### src/rtl/window_accumulator.sv
// ----------------------------------------------------------------------------
// window_accumulator
//
// Sums exactly WINDOW_P accepted input beats into an ACC_WIDTH_P-bit register.
// Presents each window total with a per-window overflow flag, then restarts
// from zero. Typical use: decimation or averaging front-end between a sample
// producer and a downstream consumer.
//
// Handshakes (both sides): a beat moves when valid and ready are both high on
// a rising clk_i edge. Once raised, valid_o and its payload (sum_o, ovf_o)
// stay stable until ready_i is seen high. ready_o depends only on internal
// state, never on valid_i.
//
// Parameters:
//   WIDTH_P      input sample width (unsigned)
//   ACC_WIDTH_P  accumulator/result width, >= WIDTH_P
//   WINDOW_P     accepted beats per window, >= 1
//
// Ports:
//   clk_i    clock, rising edge
//   rst_ni   asynchronous active-low reset
//   clear_i  synchronous flush of partial window and pending result
//   data_i   input sample
//   valid_i  data_i valid
//   ready_o  block can accept a beat (high in ACCUM state)
//   sum_o    window total
//   ovf_o    carry-out seen during this window, qualified by valid_o
//   valid_o  sum_o/ovf_o valid (high in HOLD state)
//   ready_i  downstream accepts result
//   state_o  debug view of the FSM state (0 = ACCUM, 1 = HOLD)
//
// Build option:
//   WINDOW_ACCUMULATOR_SAT_EN  when defined, the accumulator saturates at
//   all ones on carry-out instead of wrapping. ovf_o behaves the same.
// ----------------------------------------------------------------------------
module window_accumulator #(
    parameter int WIDTH_P     = 8,
    parameter int ACC_WIDTH_P = 16,
    parameter int WINDOW_P    = 16
) (
    input  logic                   clk_i,
    input  logic                   rst_ni,
    input  logic                   clear_i,
    input  logic [WIDTH_P-1:0]     data_i,
    input  logic                   valid_i,
    output logic                   ready_o,
    output logic [ACC_WIDTH_P-1:0] sum_o,
    output logic                   ovf_o,
    output logic                   valid_o,
    input  logic                   ready_i,
    output logic                   state_o
);

    localparam int CNT_W = (WINDOW_P > 1) ? $clog2(WINDOW_P) : 1;
    localparam logic [CNT_W-1:0] LAST_CNT = CNT_W'(WINDOW_P - 1);

    typedef enum logic {
        ACCUM = 1'b0,
        HOLD  = 1'b1
    } state_t;

    state_t                 state_q, state_d;
    logic [ACC_WIDTH_P-1:0] acc_q;
    logic [CNT_W-1:0]       cnt_q;
    logic                   ovf_q;
    logic [ACC_WIDTH_P-1:0] sum_q;
    logic                   ovf_out_q;

    logic                   accept;
    logic                   last_beat;
    logic [ACC_WIDTH_P:0]   add_full;
    logic                   carry;
    logic [ACC_WIDTH_P-1:0] add_res;

    // One extra bit on the adder captures the carry-out of the accumulator.
    assign add_full  = {1'b0, acc_q} + {{(ACC_WIDTH_P + 1 - WIDTH_P){1'b0}}, data_i};
    assign carry     = add_full[ACC_WIDTH_P];
    assign last_beat = (cnt_q == LAST_CNT);

`ifdef WINDOW_ACCUMULATOR_SAT_EN
    // Once at all ones, any further non-zero add carries again, so the
    // value pins at the ceiling for the rest of the window.
    assign add_res = carry ? {ACC_WIDTH_P{1'b1}} : add_full[ACC_WIDTH_P-1:0];
`else
    assign add_res = add_full[ACC_WIDTH_P-1:0];
`endif

    // ------------------------------------------------------------------
    // FSM: state register
    // ------------------------------------------------------------------
    always_ff @(posedge clk_i or negedge rst_ni) begin
        if (!rst_ni) begin
            state_q <= ACCUM;
        end else begin
            state_q <= state_d;
        end
    end

    // ------------------------------------------------------------------
    // FSM: next state and handshake outputs
    // ------------------------------------------------------------------
    always_comb begin
        state_d = state_q;
        ready_o = (state_q == ACCUM);
        valid_o = (state_q == HOLD);
        accept  = valid_i && (state_q == ACCUM);

        unique case (state_q)
            ACCUM: if (accept && last_beat) state_d = HOLD;
            HOLD:  if (ready_i)             state_d = ACCUM;
            default: state_d = ACCUM;
        endcase

        // clear_i overrides everything, including a pending result.
        if (clear_i) state_d = ACCUM;
    end

    // ------------------------------------------------------------------
    // Datapath
    // ------------------------------------------------------------------
    always_ff @(posedge clk_i or negedge rst_ni) begin
        if (!rst_ni) begin
            acc_q     <= '0;
            cnt_q     <= '0;
            ovf_q     <= 1'b0;
            sum_q     <= '0;
            ovf_out_q <= 1'b0;
        end else if (clear_i) begin
            // sum_q/ovf_out_q are left alone; they are don't-care while
            // valid_o is low.
            acc_q <= '0;
            cnt_q <= '0;
            ovf_q <= 1'b0;
        end else if (accept) begin
            if (last_beat) begin
                sum_q     <= add_res;
                ovf_out_q <= ovf_q | carry;
                acc_q     <= '0;
                cnt_q     <= '0;
                ovf_q     <= 1'b0;
            end else begin
                acc_q <= add_res;
                cnt_q <= cnt_q + CNT_W'(1);
                ovf_q <= ovf_q | carry;
            end
        end
    end

    assign sum_o   = sum_q;
    assign ovf_o   = ovf_out_q;
    assign state_o = state_q;

endmodule

### config.mk
export PLATFORM = sky130hd
export DESIGN_NAME = window_accumulator
export DESIGN_NICKNAME = d
export VERILOG_FILES = /design/src/rtl/window_accumulator.sv
export SDC_FILE = /design/constraint.sdc
export NUM_CORES = 1
export LEC_CHECK = 0
export ABC_AREA = 1
export CELL_PAD_IN_SITES_DETAIL_PLACEMENT = 0
export CELL_PAD_IN_SITES_GLOBAL_PLACEMENT = 1
export CORE_MARGIN = 4
export CORE_UTILIZATION = 40
export DETAILED_ROUTE_END_ITERATION = 6
export GPL_TIMING_DRIVEN = 0
export PLACE_DENSITY = 0.89
export SYNTH_ARGS = -nofsm -noshare
export SYNTH_HDL_FRONTEND = slang
export SYNTH_SLANG_ARGS = --single-unit
export TNS_END_PERCENT = 5
### constraint.sdc
create_clock -name clk_i -period 3.9 [get_ports clk_i]
set_input_delay 0.78 -clock clk_i [delete_from_list [all_inputs] [get_ports clk_i]]
set_output_delay 0.78 -clock clk_i [all_outputs]
set_load 0.02 [all_outputs]
==> run_1/power_grid.png <==
Bar = 20 um. Pins as bars on the die edge.
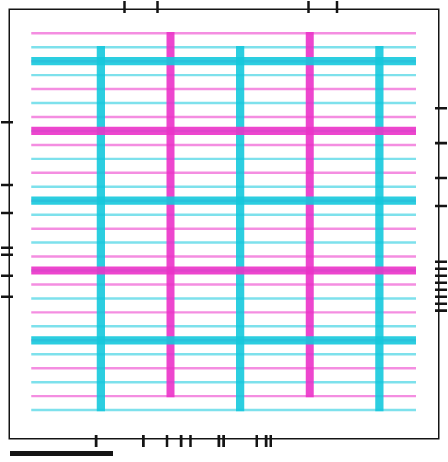
| color | net |
|---|---|
| cyan | VSS |
| magenta | VDD |
met4 straps: 5
met5 straps: 5
Max IR drop VDD: 184.3 uV
die height: 83.41 um
Core Area: 0.005507 mm2

==> run_1/placement_by_type.png <==
Bar = 20 um.
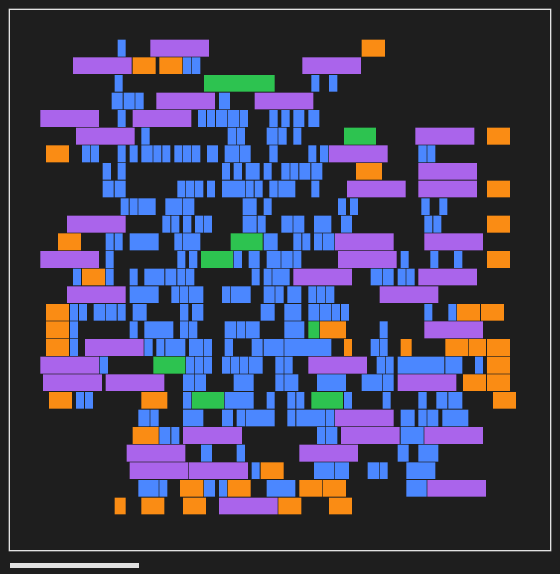
| color | class | cells |
|---|---|---|
| orange | remaining buffers and delay cells | 39 |
| green | clock drivers and dummy loads | 8 |
| blue | combinational and other logic | 244 |
| purple | sequential cells | 39 |
cell area after layout: 0.002798 mm2
final core utilization: 0.5081
num rows: 27
sequential cell area share: 0.3488

==> run_1/clk_routes.png <==
Bar = 20 um.
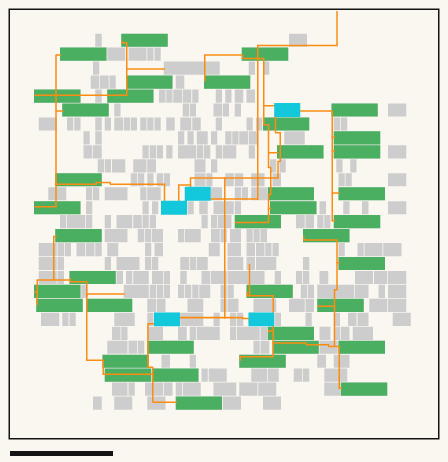
[green] flip-flops | count: 39
[cyan] clock drivers | count: 5
[orange] clock wires | length: 539 um
flops lie: all over the die
routed clock nets: 6
clk latency late pin: 290 ps
Clk pwr share: 0.377
skew final: 3.594 ps

==> run_1/wires.png <==
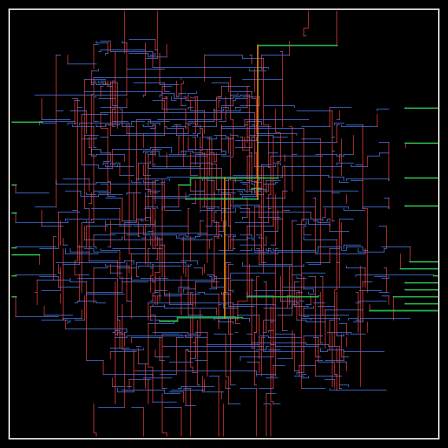
| color | layer | wire length |
|---|---|---|
| blue | metal 1 | 2,470 um |
| red | metal 2 | 2,370 um |
| orange | metal 4 | 57.1 um |
| green | metal 3 | 175 um |

==> flow_summary.yaml, run 1 <==
# flow metrics
timing:
  tns_ps: 0
  whs_ps: 480.1
  finalCritPeriodShare: 0.5896
  worst_pin_slew_ps: 877.9
  setup_slack_ps: 1601
  period_needed_ps: 2299
route:
  totalWireLength_um: 5068
  drc_errors: 0
  wl_per_cell_um: 12.61
power_and_ir_drop:
  seqPwrFrac: 0.460
  sw_frac_of_total: 0.2665
  p_sw_uw: 247.8
  cellLeakagePower_uw: 0.001494
worst_setup_path:
  critPathRequiredTime_ps: 4090
  slowest_delay_ps: 400
  crit_chain: "clkdlybuf4s50_1 > ha_1 > fa_1 > nand2_1 > nand2_1 > nand3_1 > nand2_2 > or2_1 > nand3_1 > nand2_1"
  critPathArrivalTime_ps: 2490
  crit_slowest_cell: "clkdlybuf4s50_1"
  start_kind: "input port"
finish:
  seq_area_um2: 975.9
  nFillCells: 536
  stdcell_count: 402
global_routing:
  grt_first_pass_wirelength_um: 8963
  gr-usage-all-layers: 0.1582
  grt_max_degree: 40
clock_tree:
  cts_root_buf: "clkbuf_8"
  post_cts_buffers: 0
  clkTransAtPathRegs_ps: 70
  cts_sinks: 39
logic_synthesis:
  netlist.area_leader.share: 0.4290
  netlist_instances: 290
  yosysSeqAreaShare: 0.4290
  yosysTopAreaCell: "dfrtp_1"
  syn_area_mm2: 0.002275
  fp_nets: 313
  ys_cells: 290
  synth_cell_types: 33
run:
  warning_count: 26
  max_cap_violations: 0
worst_hold_path:
  hold_path.class: "flop to flop"
  hold_path_depth: 2
die:
  ioPinCount: 33
  die_area_mm2: 0.006957
placed_design:
  place_ws_ps: 1288
  globalplace.congestion: 0.8037
status:
  status: "completed"
[run 1: routing by layer]
metal  vias up  global-route usage  wire length (um)
li1        998                   -                 -
met1       882              0.2116              2469
met2        30              0.2580              2366
met3         4             0.03175               175
met4         0             0.04971                57
met5         -                   0                 0
[run 1: power by group through the flow]
stage / Sequential (uW) / Combinational (uW) / Clock [uW]
CTS: 428 / 154 / 364
detailed placement: 436 / 153 / 0
global placement: 435 / 152 / 0
floorplan: 433 / 107 / 0
global route: 430 / 176 / 380
finish: 428 / 152 / 350
[run 1: flip-flops by register name, indices dropped and copies added (netlist names)]
register	count
ovf_q	1
acc_q	16
state_o	1
sum_o	16
ovf_o	1
cnt_q	4
[run 1: logic make-up (layout without fill, tap and decap cells)]
family                     after synthesis  in the layout  share of synthesized area
buffers and inverters                   36             76                    0.07481
adders and majority gates               10             10                    0.05831
and+or+nand+nor                        176            176                     0.3526
DFF                                     39             39                     0.4290
xor gates and xnor gates                 6              6                    0.02310
AOI/OAI and AO/OA                       23             23                    0.06216
[run 1: layout make-up]
class / instances / area share
sequential: 39 / 0.3488
clock inverter: 2 / 0.01252
multi-input combinational: 215 / 0.4034
tap: 72 / 0.03220
timing repair buffer: 32 / 0.1127
buffer: 7 / 0.02191
inverter: 29 / 0.03891
clock buffer: 6 / 0.02952
[run 1: cells in the final DEF, fill, tap and decap left out]
| cell | n |
|---|---|
| nor3_1 | 1 |
| nor2_2 | 1 |
| or2_1 | 3 |
| xnor2_1 | 2 |
| ha_1 | 9 |
| nand4_1 | 2 |
| and2_4 | 1 |
| a21boi_0 | 1 |
| nor2_4 | 1 |
| nand2_2 | 11 |
| xor2_1 | 4 |
| nand3_2 | 1 |
| bufinv_16 | 1 |
| buf_2 | 2 |
| nor2_1 | 8 |
| o21ai_0 | 7 |
| fa_1 | 1 |
| clkdlybuf4s50_1 | 31 |
| nor2_8 | 1 |
| nand3_1 | 30 |
| dfrtp_1 | 39 |
| buf_4 | 1 |
| nand3b_1 | 5 |
| clkinv_2 | 1 |
| o21ai_1 | 2 |
| inv_2 | 5 |
| clkbuf_1 | 1 |
| nand2_1 | 110 |
| nor3_2 | 1 |
| a21o_1 | 1 |
| o21ai_2 | 3 |
| a21oi_1 | 6 |
| o31ai_1 | 1 |
| clkbuf_8 | 6 |
| buf_6 | 4 |
| inv_1 | 24 |
| a22o_1 | 2 |
[run 1: how the worst max path moves through the flow]
| stage | end | slack (ps) | depth (start not counted) |
|---|---|---|---|
| after floorplan | acc_q[6]$_DFFE_PN0P_ | 1830 | 9 |
| after global placement | sum_o[15]$_DFFE_PN0P_ | 1050 | 1 |
| after detailed placement | sum_o[6]$_DFFE_PN0P_ | 1290 | 10 |
| after CTS | sum_o[6]$_DFFE_PN0P_ | 1600 | 10 |
| after global routing | sum_o[10]$_DFFE_PN0P_ | 1470 | 11 |
| final | sum_o[6]$_DFFE_PN0P_ | 1600 | 10 |
[run 1: worst reg2reg max path, cell delays in order, from the launching register on]
cell and delay [ps]:
dfrtp_1 380, ha_1 220, fa_1 400, nand2_1 70
nand2_1 60, nand3_1 80, nand2_2 90, or2_1 240
nand3_1 80, nand2_1 50
==> run 2: changes to the inputs <==
--- a/config.mk
+++ b/config.mk
@@ -9,10 +9,10 @@
 export CELL_PAD_IN_SITES_DETAIL_PLACEMENT = 0
 export CELL_PAD_IN_SITES_GLOBAL_PLACEMENT = 1
 export CORE_MARGIN = 4
-export CORE_UTILIZATION = 40
+export CORE_UTILIZATION = 36
 export DETAILED_ROUTE_END_ITERATION = 6
 export GPL_TIMING_DRIVEN = 0
-export PLACE_DENSITY = 0.89
+export PLACE_DENSITY = 0.85
 export SYNTH_ARGS = -nofsm -noshare
 export SYNTH_HDL_FRONTEND = slang
 export SYNTH_SLANG_ARGS = --single-unit
==> constraint.sdc (replaced) <==
create_clock -name clk_i -period 1.89 [get_ports clk_i]
set_input_delay 0.378 -clock clk_i [delete_from_list [all_inputs] [get_ports clk_i]]
set_output_delay 0.378 -clock clk_i [all_outputs]
set_load 0.02 [all_outputs]
==> run_2/wires.png <==
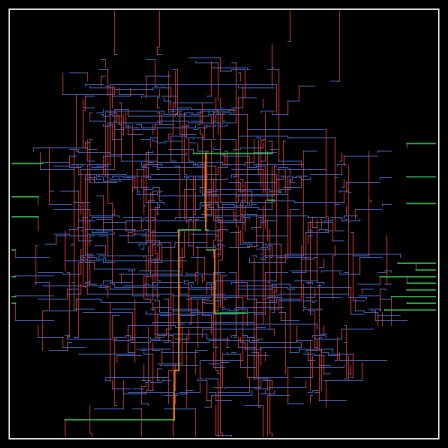
| color | layer | wire length |
|---|---|---|
| orange | metal 4 | 68.2 um |
| red | metal 2 | 2,380 um |
| blue | metal 1 | 2,530 um |
| green | metal 3 | 149 um |

==> run 2 against run 1 <==
Net effect:
- clock skew about the same
- non-clock buffer count unchanged
- area after synthesis unchanged
- critical path type unchanged
- largest cell class unchanged
- highest routed layer unchanged
==> flow_summary.yaml, run 2 <==
# flow metrics
logic_synthesis:
  synth_cell_types: 33
  netlist.area_leader.share: 0.4290
  netlist_instances: 290
  fp_nets: 313
  yosysSeqAreaShare: 0.4290
  ys_cells: 290
  yosysTopAreaCell: "dfrtp_1"
clock_tree:
  cts_root_buf: "clkbuf_8"
  cts_sinks: 39
run:
  warning_count: 27
  max_cap_violations: 0
placed_design:
  place_ws_ps: -342.8
  globalplace.congestion: 0.8191
global_routing:
  grt_max_degree: 40
  grtUsageMet1: 0.1969
  grt_util_met2: 0.2356
  grt_first_pass_wirelength_um: 8735
  gr-usage-all-layers: 0.1469
  use_met3: 0.02933
timing:
  finalCritPeriodShare: 0.9665
  period_needed_ps: 1827
  setup_slack_ps: 63.26
  worst_pin_slew_ps: 895.7
  clock_skew_ps: 4.090
worst_setup_path:
  crit_slowest_cell: "clkdlybuf4s50_1"
  critPathRequiredTime_ps: 2070
  start_kind: "input port"
  crit_chain: "clkdlybuf4s50_1 > ha_2 > fa_2 > nand2_1 > nand2_1 > nand3_1 > nand2_2 > or2_1 > nand3_1 > nand2_1"
  slowest_delay_ps: 410
  critPathArrivalTime_ps: 2010
finish:
  final_cell_mix: "nand2_1 (110), dfrtp_1 (39), clkdlybuf4s50_1 (31), nand3_1 (30), inv_1 (24)"
  seq_area_um2: 975.9
  fin_area_mm2: 0.002806
  nFillCells: 614
status:
  status: "completed"
die:
  num_rows: 28
  ioPinCount: 33
power_and_ir_drop:
  cellLeakagePower_uw: 0.001490
route:
  drc_errors: 0
  totalWireLength_um: 5128
==> run_2/power_grid.png <==
Bar = 20 um. Pins as bars on the die edge.
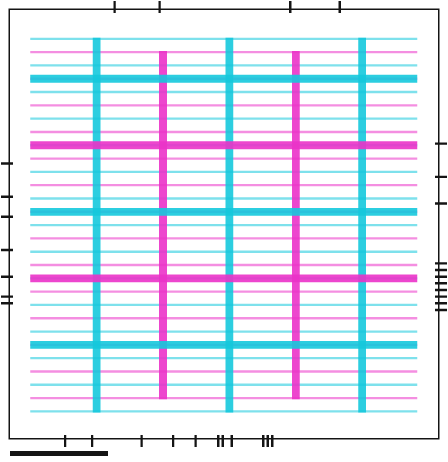
| color | net |
|---|---|
| cyan | VSS |
| magenta | VDD |
rows: 28
signal pins: 33
met5 straps: 5
die height: 87.49 um
Die W: 87.49 um
Max IR drop VDD: 364.9 uV
Core Area: 0.006026 mm2

run 2: cell counts after synthesis:
Identical to the previous run, type by type.
run 2: path summary, 6_finish.rpt:
check / cells after the start / from / slack, ps / endpoint
worst max register to register: 9 / acc_q[0]$_DFFE_PN0P_ / 190 / acc_q[6]$_DFFE_PN0P_
min in group clk_i: 2 / sum_o[2]$_DFFE_PN0P_ / 480 / sum_o[2]$_DFFE_PN0P_
max in group asynchronous: 1 / rst_ni / 1130 / acc_q[14]$_DFFE_PN0P_
worst max-delay path: 10 / data_i[0] / 60 / acc_q[6]$_DFFE_PN0P_
worst min register to register: 2 / sum_o[2]$_DFFE_PN0P_ / 480 / sum_o[2]$_DFFE_PN0P_
worst min-delay path: 1 / rst_ni / 210 / sum_o[0]$_DFFE_PN0P_
run 2: power by group:
group	switching (uW)	internal [uW]	leakage, uW
Clock	299	427	0.0000612
Sequential	20.9	861	0.000538
Combinational	195	120	0.000891
Total	515	1410	0.00149
run 2: layout make-up:
| type | count | share of cell area |
|---|---|---|
| inverter | 29 | 0.03879 |
| sequential | 39 | 0.3477 |
| clock buffer | 6 | 0.02942 |
| tap | 75 | 0.03344 |
| multi-input combinational | 215 | 0.4039 |
| clock inverter | 2 | 0.01248 |
| timing repair buffer | 32 | 0.1123 |
| buffer | 7 | 0.02185 |
run 2: stage by stage:
step,utilization,instances,TNS (ps)
after floorplan,-,290,0
after global placement,0.4462,397,-26870
after detailed placement,0.4454,397,-5765
after CTS,0.4653,405,0
after global routing,0.4657,405,-181.7
final,0.4657,405,0
run 2: cell families (layout without fill, tap and decap cells):
logic type                 after synthesis  in the layout  synth area share
buffers and inverters                   36             76           0.07481
adders and majority gates               10             10           0.05831
and+or+nand+nor                        176            176            0.3526
DFF                                     39             39            0.4290
AOI/OAI and AO/OA                       23             23           0.06216
xor gates and xnor gates                 6              6           0.02310
run 2: layer usage:
metal | routed length, um | share of wire | vias to the layer above
met4 | 68 | 0.013 | 0
met3 | 148 | 0.029 | 6
li1 | - | - | 1001
met1 | 2531 | 0.49 | 907
met2 | 2380 | 0.46 | 27
met5 | 0 | 0 | -
==> run 3: changes to the inputs <==
--- a/config.mk
+++ b/config.mk
@@ -12,6 +12,7 @@
 export CORE_UTILIZATION = 36
 export DETAILED_ROUTE_END_ITERATION = 6
 export GPL_TIMING_DRIVEN = 0
+export HOLD_SLACK_MARGIN = 0.05
 export PLACE_DENSITY = 0.85
 export SYNTH_ARGS = -nofsm -noshare
 export SYNTH_HDL_FRONTEND = slang
==> run_3/wires.png <==
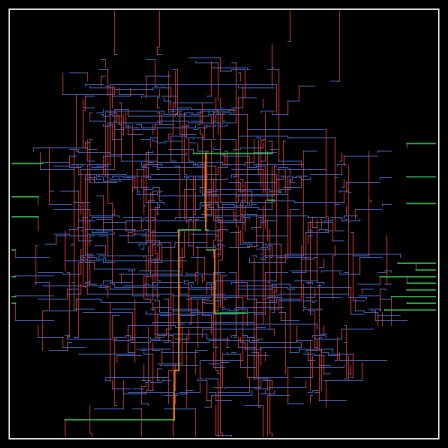
| color | layer | wire length |
|---|---|---|
| orange | metal 4 | 68.2 um |
| red | metal 2 | 2,380 um |
| blue | metal 1 | 2,530 um |
| green | metal 3 | 149 um |
routed wire length: 5128 um
via count: 1,941
gr usage total: 0.1469
DR WL/cell: 12.66 um

==> run 3 against run 2 <==
Net effect:
- critical path depth is the same
- design area is the same
- clock skew is the same
- global-route usage is the same
- sequential power is essentially flat
- total power is the same
- cell count is the same
- first-iteration DRC count is the same
- non-clock buffer count is the same
- die size is the same
- hold slack is the same
==> flow_summary.yaml, run 3 <==
# flow metrics
die:
  die_h_um: 87.49
  dieWidth_um: 87.49
  num_rows: 28
  core_mm2: 0.006026
clock_tree:
  clkTransAtPathRegs_ps: 80
  insertion_delay_ps: 290
  cts_sinks: 39
finish:
  seq_area_um2: 975.9
  nFillCells: 614
  lay_top_count: "nand2_1"
  stdcell_count: 405
run:
  warning_count: 27
  max_cap_violations: 0
worst_setup_path:
  critPathRequiredTime_ps: 2070
  r2r_end: "acc_q[6]$_DFFE_PN0P_"
  start_kind: "input port"
  critPathArrivalTime_ps: 2010
  end_kind: "flop"
  reg2reg_slack_ps: 190
  reg2reg_depth: 9
logic_synthesis:
  synthArstFlopShare: 1.000
  ys_cells: 290
  netlist_instances: 290
  yosysTopAreaCell: "dfrtp_1"
  syn_area_mm2: 0.002275
  synth_cell_types: 33
  netlist.area_leader.share: 0.4290
  yosysSeqAreaShare: 0.4290
timing:
  worst_pin_slew_ps: 895.7
  period_needed_ps: 1827
  clock_skew_ps: 4.090
  tns_ps: 0
  setup_slack_ps: 63.26
global_routing:
  grt_first_pass_wirelength_um: 8735
power_and_ir_drop:
  ir_drop_uv: 364.9
  cellLeakagePower_uw: 0.001490
placed_design:
  globalplace.congestion: 0.8191
status:
  status: "completed"
route:
  drc_errors: 0
==> run_3/placement_by_type.png <==
Bar = 20 um.
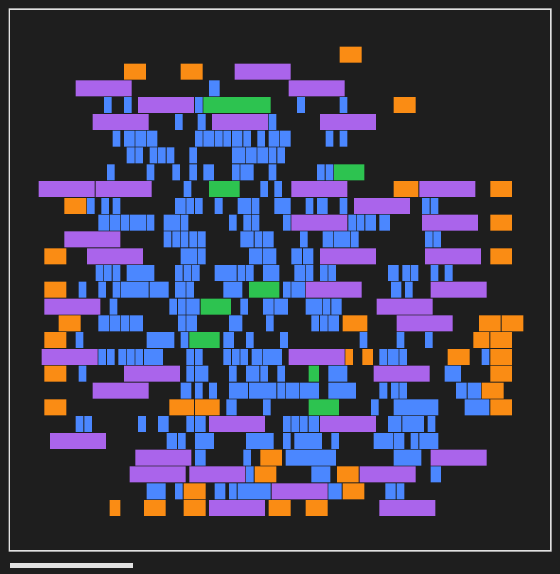
| color | class | cells |
|---|---|---|
| green | clock drivers and dummy loads | 8 |
| blue | combinational and other logic | 244 |
| purple | sequential cells | 39 |
| orange | remaining buffers and delay cells | 39 |

## run 3: final cells by class
class | count | share of cell area
multi-input combinational | 215 | 0.4039
sequential | 39 | 0.3477
timing repair buffer | 32 | 0.1123
inverter | 29 | 0.03879
tap | 75 | 0.03344
clock buffer | 6 | 0.02942
buffer | 7 | 0.02185
clock inverter | 2 | 0.01248
## run 3: timing repair
action | in CTS | in global routing
hold endpoints to repair | 0 | 0
buffers inserted | 0 | 0
gates resized | 1 | 2
hold buffers | 0 | 0
endpoints found under the setup margin | 6 | 12
## run 3: worst max-delay path, cell delays in order
cell and delay [ps]:
clkdlybuf4s50_1 410, ha_2 200, fa_2 350, nand2_1 70
nand2_1 60, nand3_1 80, nand2_2 80, or2_1 230
nand3_1 70, nand2_1 60
## run 3: worst max path at each step
| stage | start | to | slack (ps) | cells after the start |
|---|---|---|---|---|
| 6_report | data_i[0] | acc_q[6]$_DFFE_PN0P_ | 60 | 10 |
| 5_1_grt | data_i[0] | sum_o[6]$_DFFE_PN0P_ | -40 | 10 |
| 4_1_cts | data_i[0] | sum_o[6]$_DFFE_PN0P_ | 30 | 10 |
| 3_5_place_dp | data_i[0] | sum_o[6]$_DFFE_PN0P_ | -340 | 10 |
| 3_3_place_gp | rst_ni | sum_o[15]$_DFFE_PN0P_ | -550 | 1 |
| 2_1_floorplan | data_i[0] | acc_q[6]$_DFFE_PN0P_ | 220 | 9 |
## run 3: cell families (layout without fill, tap and decap cells)
group / Yosys count / count (layout) / share of synthesized area
xor+xnor: 6 / 6 / 0.02310
simple gates: 176 / 176 / 0.3526
flops: 39 / 39 / 0.4290
fa+ha+maj: 10 / 10 / 0.05831
buf+inv: 36 / 76 / 0.07481
compound gates: 23 / 23 / 0.06216
## run 3: metrics by stage
| step | hold slack (ps) | util | area, um2 |
|---|---|---|---|
| 3_5_place_dp | 467.8 | 0.4454 | 2684 |
| 6_report | 208.0 | 0.4657 | 2806 |
| 4_1_cts | 235.0 | 0.4653 | 2804 |
| 3_3_place_gp | 461.7 | 0.4462 | 2689 |
| 2_1_floorplan | 82.41 | - | 2275 |
| 5_1_grt | 263.3 | 0.4657 | 2806 |
## run 3: per-layer routing
layer / wire length, um / global-route usage / up-vias
met5: 0 / 0 / -
met4: 68 / 0.05021 / 0
met3: 148 / 0.02933 / 6
met2: 2380 / 0.2356 / 27
met1: 2531 / 0.1969 / 907
li1: - / - / 1001
## run 3: power breakdown
group / total [uW] / internal [uW] / switching, uW
Sequential: 882 / 861 / 20.9
Clock: 726 / 427 / 299
Combinational: 314 / 120 / 195

## Gallery

Routing congestion.
Plate I
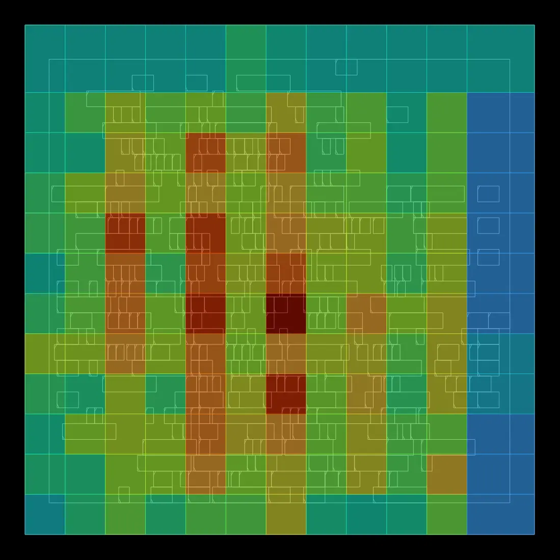
Plate II
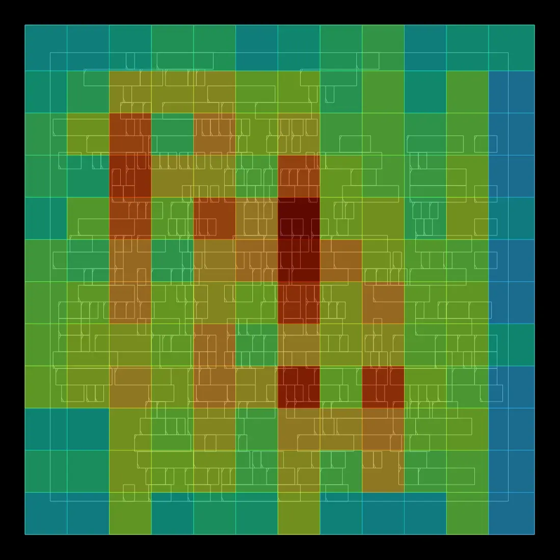
Plate II -> run 1
Plate I -> run 2

Power and IR drop assume default switching activity.
